<file path="config.mk">
export PLATFORM = sky130hd
export DESIGN_NAME = res4bit_div_ctrl
export DESIGN_NICKNAME = d
export VERILOG_FILES = /design/src/rtl/res4bit_div_ctrl.sv
export SDC_FILE = /design/constraint.sdc
export NUM_CORES = 1
export LEC_CHECK = 0
export ABC_AREA = 0
export CAP_MARGIN = 20
export CORE_ASPECT_RATIO = 0.75
export CORE_UTILIZATION = 40
export DETAILED_ROUTE_END_ITERATION = 10
export GPL_ROUTABILITY_DRIVEN = 0
export GPL_TIMING_DRIVEN = 0
export PLACE_DENSITY = 0.75
export SLEW_MARGIN = 20
export SYNTH_ARGS = -nofsm -noshare
export SYNTH_HDL_FRONTEND = slang
export SYNTH_SLANG_ARGS = --single-unit
</file>
<file path="constraint.sdc">
create_clock -name clk -period 5.1 [get_ports clk]
set_clock_uncertainty 0.2 [all_clocks]
set_input_delay 1.53 -clock clk [delete_from_list [all_inputs] [get_ports clk]]
set_output_delay 1.53 -clock clk [all_outputs]
set_load 0.02 [all_outputs]
</file>
<file path="src/rtl/res4bit_div_ctrl.sv">
//------------------------------------------------------------------------------
// Module      : res4bit_div_ctrl
// Description : Sequencer for restoring unsigned division
//               (dividend / divisor -> quotient, remainder). Each clock it
//               drives one step of an external WIDTH-bit subtractor
//               (result = a - b, carry out = no borrow) that lives in the parent.
// Macro       : DIV_BY_ZERO_CHECK_EN - when defined, a zero divisor skips the
//               iteration phase and raises div_by_zero together with done.
// Ports       : clk, rst          - clock (rising edge), sync active-high reset
//               start             - request, accepted only in IDLE
//               dividend, divisor - operands, sampled on the accept edge
//               sub_a, sub_b      - subtractor operands (sub_b = latched divisor)
//               sub_result, sub_co- subtractor difference and no-borrow flag
//               busy, done        - operation in flight / one-cycle result strobe
//               quotient, remainder - results, held until the next result
//               div_by_zero       - zero-divisor flag (constant 0 without macro)
// Revision    : 1.0 - initial release
//------------------------------------------------------------------------------
`default_nettype none

module res4bit_div_ctrl #(
  parameter int WIDTH = 4
) (
  input  logic             clk,
  input  logic             rst,
  input  logic             start,
  input  logic [WIDTH-1:0] dividend,
  input  logic [WIDTH-1:0] divisor,
  output logic [WIDTH-1:0] sub_a,
  output logic [WIDTH-1:0] sub_b,
  input  logic [WIDTH-1:0] sub_result,
  input  logic             sub_co,
  output logic             busy,
  output logic             done,
  output logic [WIDTH-1:0] quotient,
  output logic [WIDTH-1:0] remainder,
  output logic             div_by_zero
);

  localparam int CW = $clog2(WIDTH) + 1;

  localparam logic [1:0] S_IDLE = 2'd0;
  localparam logic [1:0] S_ITER = 2'd1;
  localparam logic [1:0] S_DONE = 2'd2;

  logic [1:0]       r_state;
  logic [WIDTH-1:0] r_q;
  logic [WIDTH-1:0] r_r;
  logic [WIDTH-1:0] r_d;
  logic [CW-1:0]    r_cnt;
  logic             r_busy;
  logic             r_done;
  logic [WIDTH-1:0] r_quot;
  logic [WIDTH-1:0] r_rem;

  logic [WIDTH-1:0] w_shifted;
  logic [WIDTH-1:0] w_r_next;
  logic [WIDTH-1:0] w_q_next;
  logic             w_last;

  // Partial remainder shifted left with the next dividend bit brought in.
  // After WIDTH-1 steps R < 2^(WIDTH-1), so the shift never loses a bit.
  assign w_shifted = {r_r[WIDTH-2:0], r_q[WIDTH-1]};
  // Restore step: keep the difference only when the subtraction did not borrow.
  assign w_r_next  = sub_co ? sub_result : w_shifted;
  assign w_q_next  = {r_q[WIDTH-2:0], sub_co};
  assign w_last    = (r_cnt == CW'(WIDTH - 1));

  assign sub_a     = (r_state == S_ITER) ? w_shifted : '0;
  assign sub_b     = r_d;

  assign busy      = r_busy;
  assign done      = r_done;
  assign quotient  = r_quot;
  assign remainder = r_rem;

`ifdef DIV_BY_ZERO_CHECK_EN
  logic r_dz;
  logic r_dbz;
  assign div_by_zero = r_dbz;
`else
  assign div_by_zero = 1'b0;
`endif

  always_ff @(posedge clk) begin
    if (rst) begin
      r_state <= S_IDLE;
      r_q     <= '0;
      r_r     <= '0;
      r_d     <= '0;
      r_cnt   <= '0;
      r_busy  <= 1'b0;
      r_done  <= 1'b0;
      r_quot  <= '0;
      r_rem   <= '0;
`ifdef DIV_BY_ZERO_CHECK_EN
      r_dz    <= 1'b0;
      r_dbz   <= 1'b0;
`endif
    end else begin
      case (r_state)
        S_IDLE: begin
          if (start) begin
            r_q     <= dividend;
            r_r     <= '0;
            r_d     <= divisor;
            r_cnt   <= '0;
            r_busy  <= 1'b1;
            r_state <= S_ITER;
`ifdef DIV_BY_ZERO_CHECK_EN
            r_dz    <= (divisor == '0);
            r_dbz   <= 1'b0;
`endif
          end
        end

        S_ITER: begin
`ifdef DIV_BY_ZERO_CHECK_EN
          // Zero divisor: spend a single cycle here, then report the
          // same quotient/remainder the full iteration would produce.
          if (r_dz) begin
            r_state <= S_DONE;
            r_busy  <= 1'b0;
            r_done  <= 1'b1;
            r_quot  <= '1;
            r_rem   <= r_q;
            r_dbz   <= 1'b1;
          end else
`endif
          begin
            r_r   <= w_r_next;
            r_q   <= w_q_next;
            r_cnt <= r_cnt + CW'(1);
            if (w_last) begin
              r_state <= S_DONE;
              r_busy  <= 1'b0;
              r_done  <= 1'b1;
              r_quot  <= w_q_next;
              r_rem   <= w_r_next;
            end
          end
        end

        S_DONE: begin
          r_done  <= 1'b0;
          r_state <= S_IDLE;
        end

        default: begin
          r_state <= S_IDLE;
          r_busy  <= 1'b0;
          r_done  <= 1'b0;
        end
      endcase
    end
  end

endmodule

`default_nettype wire

</file>
Figure 1. The metal 1 layer (run 1).
The bar under the picture is 20 um long. Supply wires on this layer in gray.
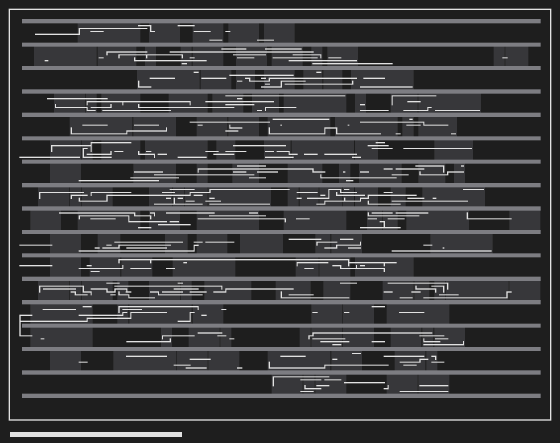
main direction: horizontal
share of all routed wire: 47%
wire length on this layer: 1070 um
nets with wire on the layer: 144
longest straight run: 26.7 um
GR Util met1: 20.9%
wire length after detailed routing: 2270 um
count of vias placed by the detailed router: 839

Figure 2. Signal wires by layer (run 1).
Only two layers are drawn.
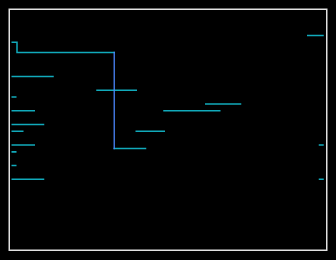
| color | layer | wire length |
|---|---|---|
| cyan | met3 | 97.5 um |
| blue | met4 | 19.0 um |
average wire per standard cell: 12.8 um
gr usage total: 16.4%

Figure 3. Congestion heat map (run 1).
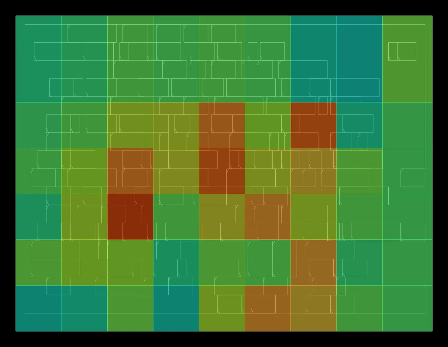
Final Core Density: 58.2%
most used routing layer in global routing: met2
global-route met2 utilization: 27.2%
met3 GRT Util: 4.52%

==> impl_metrics.xml, run 1 <==
<?xml version="1.0" encoding="UTF-8"?>
<metrics>
  <group name="cells_and_area">
    <metric name="finish.instance_area" unit="mm2">0.00153</metric>
    <metric name="final-instance-count-excl-fill" unit="">177</metric>
    <metric name="num_antenna_cells" unit="">0</metric>
    <metric name="layout.nets" unit="">160</metric>
    <metric name="areaGrowthSynthToFinish" unit="%">38.0</metric>
    <metric name="proportion_of_layout_cells_with_a_drive_suffix_above_1" unit="%">11.3</metric>
  </group>
  <group name="run_status">
    <metric name="status" unit="">completed</metric>
  </group>
  <group name="logic_synthesis">
    <metric name="syn_nets" unit="">123</metric>
    <metric name="synthesis.instances" unit="">105</metric>
    <metric name="synth.yosys.warnings" unit="">0</metric>
    <metric name="count_of_cell_types_in_the_netlist" unit="">23</metric>
    <metric name="yosys_area" unit="mm2">0.00111</metric>
    <metric name="synth.area.top_cells" unit="">dfxtp_1 (47%), mux2i_1 (15%), nor2_1 (6.4%), a211oi_2 (4.5%), o2bb2ai_1 (4.0%)</metric>
    <metric name="yosys-stat-cells" unit="">105</metric>
    <metric name="yosys.area.top_type_share" unit="%">47.1</metric>
    <metric name="syn_area" unit="mm2">0.00111</metric>
    <metric name="post_synth.cell_area_avg" unit="um2">10.5</metric>
    <metric name="ys_seq_elements" unit="">26</metric>
    <metric name="sequential_to_total_area_share_from_yosys_stat" unit="%">47.1</metric>
  </group>
  <group name="global_routing">
    <metric name="grt_first_pass_wirelength" unit="um">3610</metric>
    <metric name="global_route.overflow_total" unit="">0</metric>
    <metric name="antenna_found_initial" unit="">0</metric>
    <metric name="grt_max_degree" unit="">15</metric>
    <metric name="via_count_of_the_first_global_routing_pass" unit="">756</metric>
  </group>
  <group name="hold_path">
    <metric name="min-delay-path-class" unit="">reg -&gt; reg</metric>
  </group>
  <group name="clock_network">
    <metric name="clock_tree.root_cell" unit="">clkbuf_8</metric>
    <metric name="path_clk_slew" unit="ns">0.09</metric>
    <metric name="numCtsBuffers" unit="">3</metric>
    <metric name="cts_resized" unit="">0</metric>
    <metric name="cts_max_path_buffers" unit="">2</metric>
    <metric name="number_of_post_cts_setup_repair_buffers" unit="">0</metric>
    <metric name="clk_latency" unit="ns">0.27</metric>
    <metric name="clock-sinks" unit="">26</metric>
    <metric name="tritoncts_clock_tree" unit="">done</metric>
  </group>
  <group name="placement">
    <metric name="dp.cells" unit="">173</metric>
    <metric name="port-buffer-count" unit="">32</metric>
  </group>
  <group name="setup_path">
    <metric name="crit_type" unit="">reg -&gt; out</metric>
    <metric name="worst_path_max_delay_cell" unit="">clkdlybuf4s50_1</metric>
    <metric name="worstPathCellList" unit="">buf_4 &gt; and2b_1 &gt; and2_1 &gt; clkdlybuf4s50_1</metric>
    <metric name="worst-path-max-fanout" unit="">10</metric>
    <metric name="worstPathArrival" unit="ns">1.81</metric>
    <metric name="critical_path_rt" unit="ns">3.37</metric>
    <metric name="setup.worst_path.start_class" unit="">register</metric>
    <metric name="worst_path_largest_cell_delay" unit="ns">0.60</metric>
    <metric name="crit_path_end_kind" unit="">primary output</metric>
  </group>
  <group name="power">
    <metric name="worst_vdd_ir" unit="V">0.000191</metric>
    <metric name="power_density" unit="mW/mm2">269</metric>
  </group>
  <group name="die">
    <metric name="die_area" unit="mm2">0.00298</metric>
    <metric name="initCoreUtil" unit="%">42.2</metric>
    <metric name="die_h" unit="um">47.5</metric>
    <metric name="io_pins" unit="">35</metric>
    <metric name="die-width" unit="um">62.7</metric>
    <metric name="placement_rows" unit="">16</metric>
    <metric name="design.core.area" unit="mm2">0.00262</metric>
  </group>
  <group name="timing">
    <metric name="max_slew.worst_pin.slew" unit="ns">0.596</metric>
    <metric name="final-setup-viol-count" unit="">0</metric>
    <metric name="min_period" unit="ns">3.54</metric>
    <metric name="fin_worst_hold_slack" unit="ns">0.267</metric>
    <metric name="final-max-slew-violation-count" unit="">0</metric>
    <metric name="fin_tns_setup" unit="ns">0</metric>
    <metric name="timing_hold_violations_final" unit="">0</metric>
    <metric name="finalClockPeriodUsage" unit="%">69.4</metric>
    <metric name="slew_headroom" unit="%">60.3</metric>
    <metric name="grt_setup_unrepaired" unit="">false</metric>
  </group>
  <group name="routing">
    <metric name="post_route_ant_nets" unit="">0</metric>
    <metric name="detailed_routing_iterations_pass_1" unit="">4</metric>
    <metric name="per_cell_via_count_in_the_routed_design" unit="">4.74</metric>
    <metric name="drtIter0Drc" unit="">31</metric>
  </group>
</metrics>
[run 1: power by group]
group	internal, mW	leakage [nW]	switching (mW)	total, mW
Sequential	0.211	0.212	0.00571	0.217
Combinational	0.0303	0.327	0.0280	0.0583
Clock	0.0691	0.0288	0.0664	0.136
Total	0.311	0.568	0.100	0.411
[run 1: per-stage QoR]
step                      power [mW]  setup WS, ns
after CTS                      0.412          1.55
final                          0.411          1.56
after detailed placement       0.280          1.86
after global placement         0.278          1.89
after floorplan                0.254          2.47
after global routing           0.425          1.48
[run 1: synth_stat cells (all sizes together)]
| cell type | count |
|---|---|
| dfxtp | 26 |
| nor2 | 20 |
| mux2i | 17 |
| a211oi | 9 |
| buf | 5 |
| o2bb2ai | 5 |
| and2 | 4 |
| clkbuf | 3 |
| inv | 3 |
| a21oi | 2 |
| ha | 2 |
| nor3 | 2 |
| and2b | 1 |
| and3b | 1 |
| conb | 1 |
| nand2b | 1 |
| nor3b | 1 |
| o21ai | 1 |
| o21ba | 1 |
[run 1: placed cells by master, fill, tap and decap left out, drive strengths merged]
master         netlist  final
a211oi               9      9
a21oi                2      2
and2                 4      4
and2b                1      1
and3b                1      1
buf                  5      5
clkbuf               3      7
clkdlybuf4s50        0     32
conb                 1      1
dfxtp               26     26
ha                   2      2
inv                  3      3
mux2i               17     17
nand2b               1      1
nor2                20     20
nor3                 2      2
nor3b                1      1
o21ai                1      1
o21ba                1      1
o2bb2ai              5      5
[run 1: area by class of cell]
type                            count  area, um2  area share (%)
Buffer                              8       60.1            3.93
Clock buffer                        4       55.1            3.61
Inverter                            3       11.3           0.738
Multi-Input combinational cell     68        514            33.7
Sequential cell                    26        520            34.1
Tap cell                           36       45.0            2.95
Timing Repair Buffer               32        320            21.0
[run 1: cell families after synthesis]
| group | Yosys count | share of synthesized area (%) |
|---|---|---|
| buffers and inverters | 11 | 6.45 |
| AOI/OAI and AO/OA | 18 | 14.1 |
| and+or+nand+nor | 30 | 14.4 |
| other | 1 | 0.339 |
| DFF | 26 | 47.1 |
| muxes | 17 | 15.4 |
| adders and majority gates | 2 | 2.26 |
[run 1: layer usage]
| layer | up-vias | global-route usage [%] | part of all wire (%) |
|---|---|---|---|
| li1 | 434 | - | - |
| met1 | 382 | 20.9 | 47 |
| met2 | 21 | 27.2 | 48 |
| met3 | 2 | 4.52 | 4.3 |
| met4 | 0 | 6.98 | 0.84 |
| met5 | - | 0 | 0 |
[run 1: worst max-delay path: cells and delay by family, from the launching register on]
kind / cells / cell delay (ns)
and+or+nand+nor: 2 / 0.39
DFF: 1 / 0.34
buffers and inverters: 2 / 0.80
[run 1: registers in the layout (all words and copies together), names as in the netlist]
signal	count
busy	1
r_r	3
done	1
quotient	4
remainder	4
r_state	2
r_cnt	3
r_q	4
sub_b	4
[run 1: path summary, 6_finish.rpt]
| kind | startpoint | end | slack, ns | depth (start not counted) |
|---|---|---|---|---|
| max | r_state[0] | sub_a[2] | 1.56 | 4 |
| min | r_cnt[2] | r_cnt[2] | 0.27 | 1 |
| max reg2reg | r_cnt[0] | quotient[1] | 3.34 | 7 |
| min reg2reg | r_cnt[2] | r_cnt[2] | 0.27 | 1 |
Figure 4. Drive-strength map (run 1).
The bar under the picture is 20 um long.
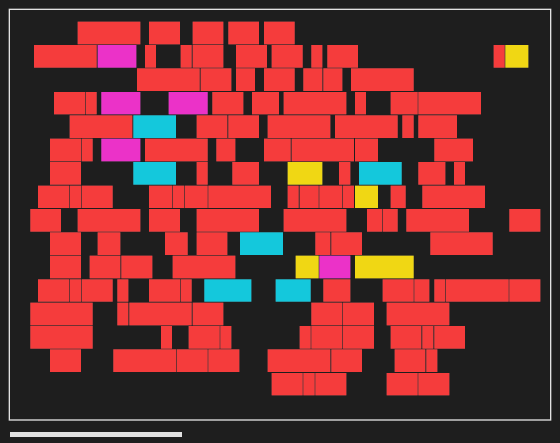

## Run 2: what changed since run 1
--- a/config.mk
+++ b/config.mk
@@ -12,7 +12,7 @@
 export DETAILED_ROUTE_END_ITERATION = 10
 export GPL_ROUTABILITY_DRIVEN = 0
 export GPL_TIMING_DRIVEN = 0
-export PLACE_DENSITY = 0.75
+export PLACE_DENSITY = 0.77
 export SLEW_MARGIN = 20
 export SYNTH_ARGS = -nofsm -noshare
 export SYNTH_HDL_FRONTEND = slang
==> constraint.sdc (replaced) <==
create_clock -name clk -period 3.25 [get_ports clk]
set_clock_uncertainty 0.2 [all_clocks]
set_input_delay 0.975 -clock clk [delete_from_list [all_inputs] [get_ports clk]]
set_output_delay 0.975 -clock clk [all_outputs]
set_load 0.02 [all_outputs]
Figure 5. Drive-strength map (run 2).
The bar under the picture is 20 um long.
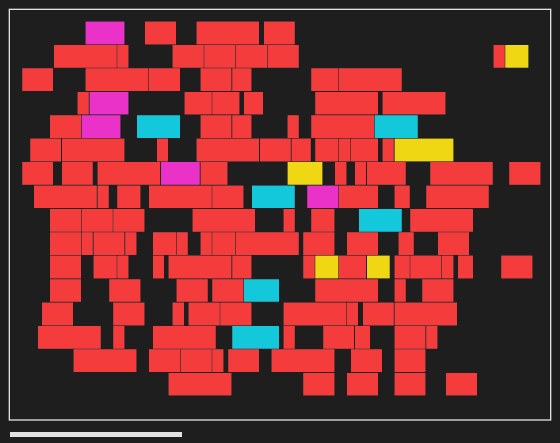
| color | size | cells | share |
|---|---|---|---|
| yellow | drive 3 to 4 | 5 | 3.5% |
| cyan | drive 6 and up | 6 | 4.3% |
| red | drive 1 or less | 125 | 89% |
| magenta | drive 2 | 5 | 3.5% |
number of signal-net buffers in the layout: 40
area delta synth->final: 38.0%
post-layout worst setup margin: 0.275 ns
cell area after layout: 0.00153 mm2

==> run 2 against run 1 <==
Global-route usage is 0.44 points higher. Final cell count unchanged. Combinational power rose by 56%. Critical endpoint is now sub_a[1]. Sequential power rose by 57%. Register-to-register slack got worse by 1.8 ns. Clock power grew 52%. Design area unchanged. Total power rose by 55%. Utilization did not move. Highest routed layer unchanged. Worst hold slack better by 0.015 ns. Wire length grew 2.1%.
==> impl_metrics.xml, run 2 <==
<?xml version="1.0" encoding="UTF-8"?>
<metrics>
  <group name="clock_network">
    <metric name="cts_max_path_buffers" unit="">2</metric>
    <metric name="clock_tree.htree_level_count" unit="">1</metric>
    <metric name="path_clk_slew" unit="ns">0.09</metric>
    <metric name="tritoncts_clock_tree" unit="">done</metric>
    <metric name="number_of_post_cts_setup_repair_buffers" unit="">0</metric>
    <metric name="holdBufCountCts" unit="">0</metric>
    <metric name="clock_tree.root_cell" unit="">clkbuf_8</metric>
    <metric name="cts_resized" unit="">0</metric>
    <metric name="clk_latency" unit="ns">0.27</metric>
    <metric name="numCtsBuffers" unit="">3</metric>
    <metric name="clock-sinks" unit="">26</metric>
  </group>
  <group name="logic_synthesis">
    <metric name="ys_seq_elements" unit="">26</metric>
    <metric name="syn_nets" unit="">123</metric>
    <metric name="count_of_cell_types_in_the_netlist" unit="">23</metric>
    <metric name="yosys.area.top_type_share" unit="%">47.1</metric>
    <metric name="yosys_area" unit="mm2">0.00111</metric>
    <metric name="synth.yosys.warnings" unit="">0</metric>
    <metric name="async_set_or_reset_register_ratio_after_synthesis" unit="%">0</metric>
    <metric name="synthFlopType" unit="">dfxtp_1</metric>
    <metric name="largest_area_contributor_in_the_netlist" unit="">dfxtp_1</metric>
    <metric name="yosys-stat-cells" unit="">105</metric>
    <metric name="synthesis.instances" unit="">105</metric>
    <metric name="post_synth.cell_area_avg" unit="um2">10.5</metric>
    <metric name="syn_area" unit="mm2">0.00111</metric>
    <metric name="enable_flop_cells" unit="">0</metric>
    <metric name="netlist.top_cell.by_instances" unit="">dfxtp_1</metric>
    <metric name="sequential_to_total_area_share_from_yosys_stat" unit="%">47.1</metric>
    <metric name="post_synth_most_frequent_cells" unit="">dfxtp_1 (26), nor2_1 (19), mux2i_1 (17), a211oi_1 (5), o2bb2ai_1 (5)</metric>
    <metric name="synth.area.top_cells" unit="">dfxtp_1 (47%), mux2i_1 (15%), nor2_1 (6.4%), a211oi_2 (4.5%), o2bb2ai_1 (4.0%)</metric>
  </group>
  <group name="routing">
    <metric name="per_cell_via_count_in_the_routed_design" unit="">4.91</metric>
    <metric name="drc" unit="">0</metric>
    <metric name="post_route_ant_nets" unit="">0</metric>
    <metric name="routed_wire_length_per_instance" unit="um">13.1</metric>
    <metric name="drtIter0Drc" unit="">29</metric>
    <metric name="detailed_routing_iterations_pass_1" unit="">4</metric>
  </group>
  <group name="setup_path">
    <metric name="crit_type" unit="">reg -&gt; out</metric>
    <metric name="worstPathArrival" unit="ns">1.80</metric>
    <metric name="setup.worst_path.start_class" unit="">register</metric>
    <metric name="crit_path_end_kind" unit="">primary output</metric>
    <metric name="r2r_slack" unit="ns">1.51</metric>
    <metric name="critical_path_rt" unit="ns">2.07</metric>
    <metric name="worst-path-max-fanout" unit="">10</metric>
  </group>
  <group name="global_routing">
    <metric name="grt_first_pass_wirelength" unit="um">3680</metric>
    <metric name="via_count_of_the_first_global_routing_pass" unit="">792</metric>
    <metric name="global_route.overflow_total" unit="">0</metric>
    <metric name="antenna_found_initial" unit="">0</metric>
    <metric name="grt_max_degree" unit="">15</metric>
    <metric name="gr-usage-all-layers" unit="%">16.9</metric>
  </group>
  <group name="power">
    <metric name="power_density" unit="mW/mm2">418</metric>
    <metric name="static-leakage-power" unit="nW">0.568</metric>
    <metric name="worst_vdd_ir" unit="V">0.000291</metric>
  </group>
  <group name="timing">
    <metric name="fin_tns_setup" unit="ns">0</metric>
    <metric name="max_slew.worst_pin.slew" unit="ns">0.579</metric>
    <metric name="final-setup-viol-count" unit="">0</metric>
    <metric name="achievable-frequency" unit="MHz">336</metric>
    <metric name="min_period" unit="ns">2.97</metric>
    <metric name="timing_hold_violations_final" unit="">0</metric>
    <metric name="slew_headroom" unit="%">61.4</metric>
    <metric name="finalClockPeriodUsage" unit="%">91.5</metric>
    <metric name="final-max-slew-violation-count" unit="">0</metric>
    <metric name="grt_setup_unrepaired" unit="">false</metric>
  </group>
  <group name="cells_and_area">
    <metric name="n_fill_cell" unit="">244</metric>
    <metric name="utilization" unit="%">58.2</metric>
    <metric name="num_antenna_cells" unit="">0</metric>
    <metric name="proportion_of_layout_cells_with_a_drive_suffix_above_1" unit="%">11.3</metric>
    <metric name="logic_area" unit="um2">514</metric>
    <metric name="layout.cells.most_common_list" unit="">clkdlybuf4s50_1 (32), dfxtp_1 (26), nor2_1 (19)</metric>
    <metric name="final_layout_top_logic_cell" unit="">clkdlybuf4s50_1</metric>
    <metric name="regArea" unit="um2">520</metric>
    <metric name="layout.nets" unit="">160</metric>
  </group>
  <group name="die">
    <metric name="io_pins" unit="">35</metric>
    <metric name="initCoreUtil" unit="%">42.2</metric>
    <metric name="die_area" unit="mm2">0.00298</metric>
    <metric name="placement_rows" unit="">16</metric>
    <metric name="die_h" unit="um">47.5</metric>
    <metric name="die-width" unit="um">62.7</metric>
    <metric name="design.core.area" unit="mm2">0.00262</metric>
  </group>
  <group name="run_status">
    <metric name="status" unit="">completed</metric>
  </group>
  <group name="placement">
    <metric name="detailed_placement_hpwl" unit="um">1800</metric>
    <metric name="placedInstanceArea" unit="mm2">0.00147</metric>
    <metric name="port-buffer-count" unit="">32</metric>
  </group>
  <group name="run">
    <metric name="max_cap_viol_count" unit="">0</metric>
    <metric name="tool_warning_count" unit="">26</metric>
  </group>
  <group name="hold_path">
    <metric name="min-delay-path-class" unit="">reg -&gt; reg</metric>
  </group>
</metrics>
Figure 6. The metal 2 layer (run 2).
The bar under the picture is 20 um long.
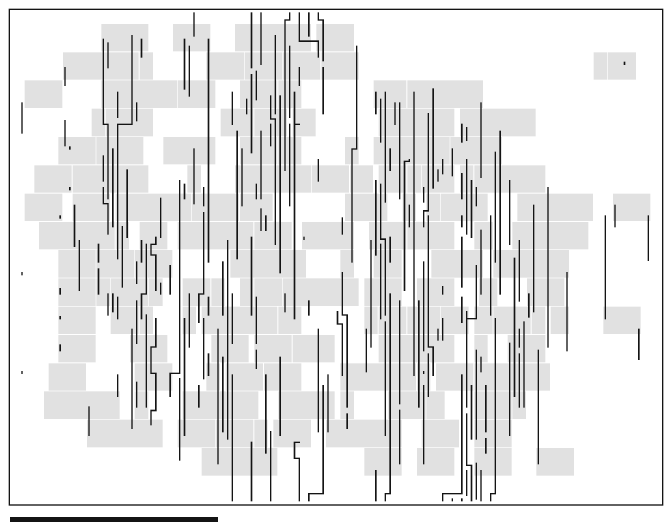
main direction: vertical
nets with wire on the layer: 143
global-route met2 utilization: 30.0%
count of vias placed by the detailed router: 869
wire length after detailed routing: 2320 um

run 2: cell counts in the layout (fill, tap and decap cells not counted):
No cell type changed its count.
run 2: metrics by stage:
step | setup slack (ns) | total power [mW] | hold slack (ns) | cells
2_1_floorplan | 1.17 | 0.399 | 0.232 | 105
3_3_place_gp | 0.584 | 0.436 | 0.245 | 173
3_5_place_dp | 0.562 | 0.440 | 0.265 | 173
4_1_cts | 0.268 | 0.644 | 0.284 | 177
5_1_grt | 0.172 | 0.672 | 0.295 | 177
6_report | 0.275 | 0.638 | 0.282 | 177
run 2: final cells by class:
cell class                 instances  share of cell area (%)
clock buffer                       4                    3.61
buffer                             8                    3.93
multi-input combinational         68                    33.7
tap                               36                    2.95
timing repair buffer              32                    21.0
sequential                        26                    34.1
inverter                           3                   0.738
run 2: worst paths after layout:
check,startpoint,end,cells after the start
max,r_state[0],sub_a[1],4
min,r_cnt[2],r_cnt[2],1
max reg2reg,r_cnt[0],quotient[2],7
min reg2reg,r_cnt[2],r_cnt[2],1
run 2: critical path, stage by stage (launching register included):
cell and delay, ns:
dfxtp_1 0.33, buf_4 0.20, and2b_1 0.24, and2_1 0.15
clkdlybuf4s50_1 0.61
run 2: power by group:
part           internal (mW)  switching (mW)  total (mW)  leakage [nW]
sequential             0.332         0.00848       0.340         0.212
combinational         0.0475          0.0437      0.0912         0.327
clock                  0.108          0.0986       0.207        0.0288
total                  0.487           0.151       0.638         0.568
run 2: kinds of logic after synthesis:
group	synth area share [%]
fa+ha+maj	2.26
mux	15.4
simple gates	14.4
other cells	0.339
compound gates	14.1
flops	47.1
buf+inv	6.45
run 2: metal layers:
metal | track usage, % | share of wire [%] | wire, um | up-vias
met5 | 0 | 0 | 0 | -
met4 | 5.58 | 1.2 | 29 | 0
met3 | 6.19 | 4.9 | 114 | 4
met2 | 30.0 | 49 | 1150 | 20
met1 | 19.7 | 44 | 1030 | 409
li1 | - | - | - | 436
No activity file was given, so power comes from the tool's default toggle rates.
